Figure 1. Register map, names as in the netlist (run 1).
Other sequential cells in the stronger grey, the rest of the logic in the fainter grey.
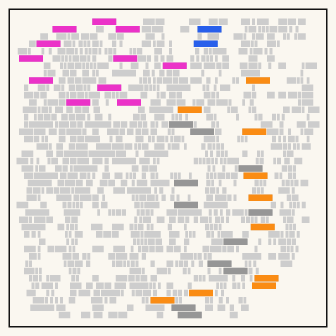
Figure 2. Wiring heat map (run 1).
The die is cut into 23 by 23 equal tiles; black is low, pale yellow is high, scaled to the fullest tile. Values are wire area over tile area, all layers added.
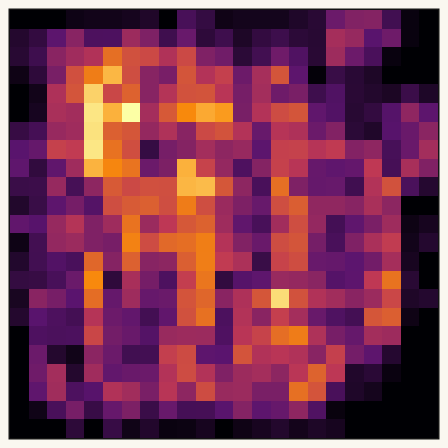
Figure 3. Port wiring (run 1).
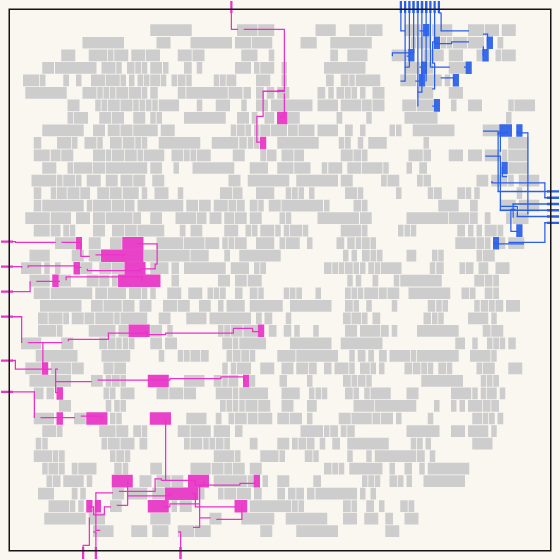
Figure 4. Met3 routing (run 1).
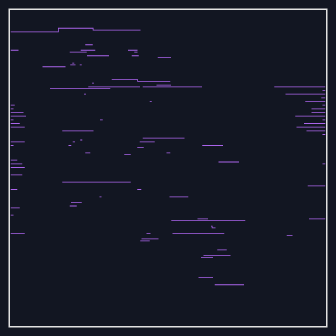
`src/rtl/ram_dma_copy.sv`:
```
// Word-copy engine on RAM port B; memmove-safe (descending order when dst > src).
// Latency: 2 cycles per word (READ then WRITE) plus one DONE cycle; L=0 goes straight to DONE.
// Backpressure: none; start is only sampled in IDLE and ignored while busy.
module ram_dma_copy #(
    parameter int DATA_WIDTH = 16,
    parameter int ADDR_WIDTH = 10
) (
    input  logic                  clk,
    input  logic                  reset,
    input  logic                  start,
    input  logic [ADDR_WIDTH-1:0] src_addr,
    input  logic [ADDR_WIDTH-1:0] dst_addr,
    input  logic [ADDR_WIDTH:0]   length,
    output logic                  busy,
    output logic                  done,
    output logic [ADDR_WIDTH-1:0] mem_addr,
    output logic [DATA_WIDTH-1:0] mem_data,
    output logic                  mem_we,
    input  logic [DATA_WIDTH-1:0] mem_q
);

    typedef enum logic [1:0] {
        IDLE  = 2'd0,
        READ  = 2'd1,
        WRITE = 2'd2,
        DONE  = 2'd3
    } state_t;

    localparam logic [ADDR_WIDTH-1:0] PTR_ONE = 1;
    localparam logic [ADDR_WIDTH:0]   REM_ONE = 1;

    state_t                state;
    state_t                state_nxt;
    logic [ADDR_WIDTH-1:0] rd_ptr;
    logic [ADDR_WIDTH-1:0] wr_ptr;
    logic [ADDR_WIDTH:0]   remaining;
    logic                  descending;
    logic [ADDR_WIDTH-1:0] span_m1;

    // Low bits of length suffice: length 1024 gives span_m1 = 1023, i.e. -1 mod 1024.
    assign span_m1 = length[ADDR_WIDTH-1:0] - PTR_ONE;

    always_ff @(posedge clk or posedge reset) begin
        if (reset) begin
            state <= IDLE;
        end else begin
            state <= state_nxt;
        end
    end

    always_comb begin
        state_nxt = state;
        busy      = 1'b0;
        done      = 1'b0;
        mem_addr  = '0;
        mem_data  = '0;
        mem_we    = 1'b0;
        case (state)
            IDLE: begin
                if (start) begin
                    state_nxt = (length != '0) ? READ : DONE;
                end
            end
            READ: begin
                busy      = 1'b1;
                mem_addr  = rd_ptr;
                state_nxt = WRITE;
            end
            WRITE: begin
                busy      = 1'b1;
                mem_addr  = wr_ptr;
                mem_data  = mem_q;
                mem_we    = 1'b1;
                state_nxt = (remaining == REM_ONE) ? DONE : READ;
            end
            DONE: begin
                busy      = 1'b1;
                done      = 1'b1;
                state_nxt = IDLE;
            end
            default: state_nxt = IDLE;
        endcase
    end

    always_ff @(posedge clk or posedge reset) begin
        if (reset) begin
            rd_ptr     <= '0;
            wr_ptr     <= '0;
            remaining  <= '0;
            descending <= 1'b0;
        end else begin
            if (state == IDLE && start) begin
                remaining  <= length;
                descending <= (dst_addr > src_addr);
                if (dst_addr > src_addr) begin
                    rd_ptr <= src_addr + span_m1;
                    wr_ptr <= dst_addr + span_m1;
                end else begin
                    rd_ptr <= src_addr;
                    wr_ptr <= dst_addr;
                end
            end else if (state == WRITE) begin
                remaining <= remaining - REM_ONE;
                if (descending) begin
                    rd_ptr <= rd_ptr - PTR_ONE;
                    wr_ptr <= wr_ptr - PTR_ONE;
                end else begin
                    rd_ptr <= rd_ptr + PTR_ONE;
                    wr_ptr <= wr_ptr + PTR_ONE;
                end
            end
        end
    end

endmodule

```
`config.mk`:
```
export PLATFORM = sky130hd
export DESIGN_NAME = ram_dma_copy
export DESIGN_NICKNAME = d
export VERILOG_FILES = /design/src/rtl/ram_dma_copy.sv
export SDC_FILE = /design/constraint.sdc
export NUM_CORES = 1
export LEC_CHECK = 0
export ABC_AREA = 1
export CORE_MARGIN = 2
export CORE_UTILIZATION = 35
export DETAILED_ROUTE_END_ITERATION = 6
export PLACE_DENSITY_LB_ADDON = 0.08
export SLEW_MARGIN = 20
export SYNTH_ARGS = -nofsm -noshare
export SYNTH_HDL_FRONTEND = slang
export SYNTH_SLANG_ARGS = --single-unit
```
`constraint.sdc`:
```
create_clock -name clk -period 2.73 [get_ports clk]
set_clock_uncertainty 0.2 [all_clocks]
set_input_delay 0.546 -clock clk [delete_from_list [all_inputs] [get_ports clk]]
set_output_delay 0.546 -clock clk [all_outputs]
set_load 0.02 [all_outputs]
```
==> impl_metrics.csv, run 1 <==
group,metric,value,unit
finish,lay_top_count,"nand2_1",
timing,tightest_slew,0.730,ns
finish,num-nonclk-inverters,119,
power,p_total,6.20,mW
setup_path,rrSetupSlack,0.17,ns
logic_synthesis,synth-simple-area-share,32.7,%
grt,grt_antenna_before_repair,0,
finish,logic_gates,541,
cts,cts_tree,"done",
drt,firstDrtPassIters,5,
finish,drive_above_1_share,26.3,%
cts,insertion_delay,0.28,ns
timing,period_used_share,98.5,%
outcome,status,"completed",
power,p_int,3.01,mW
drt,top_layer,"met4",
placement,placedInstanceArea,6090,µm²
logic_synthesis,netlist_area,4490,µm²
placement,dp_slack,-0.838,ns
grt,grt_pass1_vias,4946,
timing,slew_viol_final,0,
logic_synthesis,ys_ff,34,
floorplan,die.size.x,117,µm
logic_synthesis,ys_sh_xor,6.24,%
finish,flop-count,34,
finish,signal_buffers,200,
logic_synthesis,avgSynthCellArea,6.34,µm²
cts,clockBufferDepth,2,
setup_path,r2r_start,"state[0]",
grt,grtUsageMet2,38.9,%
power,p_comb_share,74.1,%
cts,hold_buffers,0,
logic_synthesis,synth_top_area_share,18.9,%
cts,clkSinkCount,34,
setup_path,cp.depth,16,
timing,setup_viol,0,
logic_synthesis,syn-instance-count,708,
floorplan,fp_util,35.7,%
logic_synthesis,yosys_cells,708,
logic_synthesis,postSynthSeqShare,18.9,%
cts,numCtsBuffers,5,
setup_path,slowest_stage,"nor3_4",
logic_synthesis,synth.largest_area_cell,"dfrtp_1",
setup_path,crit_required,2.75,ns
placement,dpl.hpwl,12100,µm
power,p_leak,3.91,nW
setup_path,crit_type,"primary input to flop",
drt,met3_wirelength,529,µm
setup_path,reg2reg_depth,7,
finish,combGateArea,3590,µm²
placement,port-buffer-count,78,
logic_synthesis,adder_share,16.8,%
power,seq_power,1.04,mW
finish,final_util,55.8,%
finish,regArea,851,µm²
logic_synthesis,top_cells_by_area,"dfrtp_1, nand2_1, ha_1",
timing,fin_ws,0.0411,ns
finish,antenna_cells,0,
drt,drc,0,
timing,fmax,372,MHz
cts,cts_max_level,2,
finish,finalNetCount,1009,
logic_synthesis,synth_top_flop_cell,"dfrtp_1",
cts,clk_pin_slew_worst_paths,0.06,ns
setup_path,cp-endpoint,"wr_ptr[9]",
timing,tns,0,ns
-- Figure 1 (at the start) --
Key: orange = `wr_ptr` [flops 10]; blue = `state` [flops 2]; magenta = `remaining` [flops 11]

-- Figure 2 (at the start) --
9.1% of the tiles are nearly empty. The fullest tile reaches 0.56. The densest ninth of the die: centre. The mean over all tiles is 0.18. 21% of the tiles are over half the peak.
drt total wl: 15900 µm
total number of vias: 5201
Wirelength per Cell: 14.9 µm
gr usage total: 22.8%

-- Figure 3 (at the start) --
Key: magenta = `src_addr` [direction input, edge 6 left, 3 bottom, 1 top, end cells 27, wire 440 µm]; blue = `mem_q` [direction input, edge 10 top, 6 right, end cells 16, wire 316 µm]

-- Figure 4 (at the start) --
The wires run mostly horizontal. The longest straight run is 27.1 µm. 73 nets have wire on it.

==> run 2: changes to the inputs <==
HOLD_SLACK_MARGIN = 0.15   (was default)
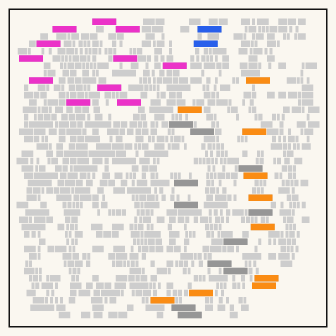
Figure 5: run 2, register map, names as in the netlist.
Other sequential cells in the stronger grey, the rest of the logic in the fainter grey.
Key: orange = `wr_ptr` [flops 10]; blue = `state` [flops 2]; magenta = `remaining` [flops 11]
Another 11 sequential cells are not coloured.
Seq/total area: 12.1%
Core Util, Final: 55.8%
Reg area: 851 µm²
seq pwr: 1.04 mW

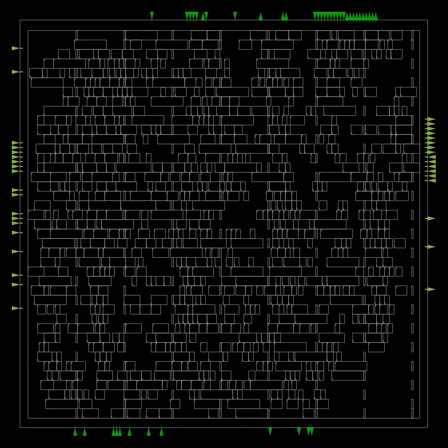
Figure 6: run 2, cell placement.
# fillers: 1201
CORE AREA: 12600 µm²
Cell Count, Final, Fillers Out: 1072
registers: 34

==> impl_metrics.csv, run 2 <==
group,metric,value,unit
logic_synthesis,postSynthSeqShare,18.9,%
timing,period_used_share,98.5,%
timing,slew_viol_final,0,
setup_path,crit_required,2.75,ns
timing,fin_ws,0.0411,ns
finish,finalNetCount,1009,
setup_path,reg2reg_depth,7,
drt,drc,0,
placement,port-buffer-count,78,
drt,wl_per_cell,14.9,µm
drt,met3_wirelength,529,µm
placement,dp_slack,-0.838,ns
finish,lay_top_count,"nand2_1",
grt,grtUsageMet2,38.9,%
placement,placedInstanceArea,6090,µm²
cts,hold_buffers,0,
finish,drive_above_1_share,26.3,%
power,p_leak,3.91,nW
cts,clk_pin_slew_worst_paths,0.06,ns
logic_synthesis,synth_top_area_share,18.9,%
logic_synthesis,synth-simple-area-share,32.7,%
logic_synthesis,ys_ff,34,
timing,fmax,372,MHz
cts,clkSinkCount,34,
finish,antenna_cells,0,
grt,grt_pass1_vias,4946,
cts,insertion_delay,0.28,ns
cts,clockBufferDepth,2,
logic_synthesis,adder_share,16.8,%
cts,cts_tree,"done",
floorplan,die.size.x,117,µm
logic_synthesis,synth_top_flop_cell,"dfrtp_1",
timing,setup_viol,0,
outcome,status,"completed",
finish,logic_gates,541,
setup_path,slowest_stage,"nor3_4",
timing,tightest_slew,0.730,ns
drt,firstDrtPassIters,5,
timing,tns,0,ns
logic_synthesis,avgSynthCellArea,6.34,µm²
Figure 7. Met3 routing (run 2).
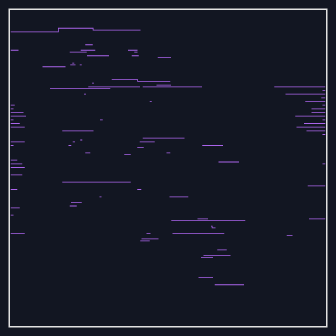

==> run 3: changes to the inputs <==
CTS_CLUSTER_DIAMETER = 60   (was default)
CTS_CLUSTER_SIZE = 20   (was default)
PLACE_DENSITY = 0.69   (was default)
PLACE_DENSITY_LB_ADDON = default   (was 0.08)
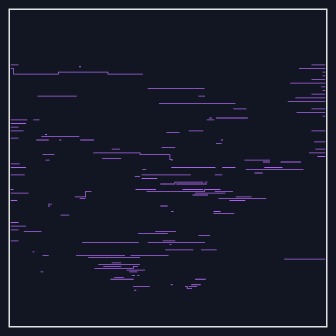
Figure 8: run 3, met3 routing.
The wires run mostly horizontal. The longest straight run is 28.1 µm. 103 nets have wire on it.

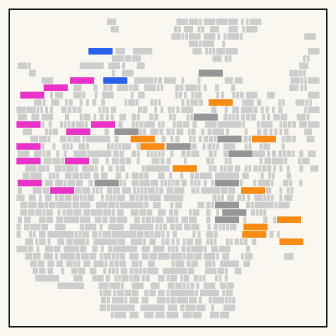
Figure 9: run 3, register map, names as in the netlist.
Other sequential cells in the stronger grey, the rest of the logic in the fainter grey.
Key: magenta = `remaining` [flops 11]; blue = `state` [flops 2]; orange = `wr_ptr` [flops 10]
Another 11 sequential cells are not coloured.

==> impl_metrics.csv, run 3 <==
group,metric,value,unit
timing,tns,0,ns
power,p_leak,3.89,nW
cts,cts_tree,"done",
logic_synthesis,synth_nets,816,
placement,numPlacedInstances,1036,
finish,flop-count,34,
logic_synthesis,synth_top_area_share,18.9,%
logic_synthesis,synth_top_flop_cell,"dfrtp_1",
setup_path,end_kind,"flop",
drt,met3_wirelength,873,µm
setup_path,crit_required,2.74,ns
cts,clockBufferDepth,2,
logic_synthesis,ys_ff,34,
drt,firstDrtPassIters,5,
grt,grt_pass1_vias,4756,
cts,clk_pin_slew_worst_paths,0.05,ns
outcome,status,"completed",
timing,fmax,375,MHz
finish,drive_above_1_share,23.8,%
grt,grtUsageMet2,36.7,%
finish,seq_share,12.4,%
cts,cts_resized,37,
finish,regArea,851,µm²
cts,clkSinkCount,34,
logic_synthesis,synth.largest_area_cell,"dfrtp_1",
setup_path,path_buffers,3,
cts,hold_buffers,0,
logic_synthesis,adder_share,16.8,%
finish,lay_top_count,"nand2_1",
finish,fin_cells,1067,
cts,clock-root-buffer,"clkbuf_16",
logic_synthesis,avgSynthCellArea,6.34,µm²
power,seq_power,1.04,mW
power,power.share.switching,51.3,%
placement,port-buffer-count,78,
timing,tightest_slew,0.471,ns
setup_path,reg2reg_depth,10,
drt,drc,0,
cts,insertion_delay,0.28,ns
logic_synthesis,synth-simple-area-share,32.7,%
finish,largest_class,"logic gates",
timing,fin_ws,0.0602,ns
floorplan,die.size.x,117,µm
finish,antenna_cells,0,
power,p_int,2.99,mW
logic_synthesis,yosys-top-cells-count,"nand2_1, inv_1, nand3_1",
drt,wl_per_cell,14.2,µm
floorplan,core-area,12600,µm²
placement,placedInstanceArea,6130,µm²
finish,fill_cells,1188,
finish,logic_gates,541,
setup_path,slowest_stage,"ha_4",
timing,period_used_share,97.8,%
logic_synthesis,postSynthSeqShare,18.9,%
No activity file was given, so power comes from the tool's default toggle rates.
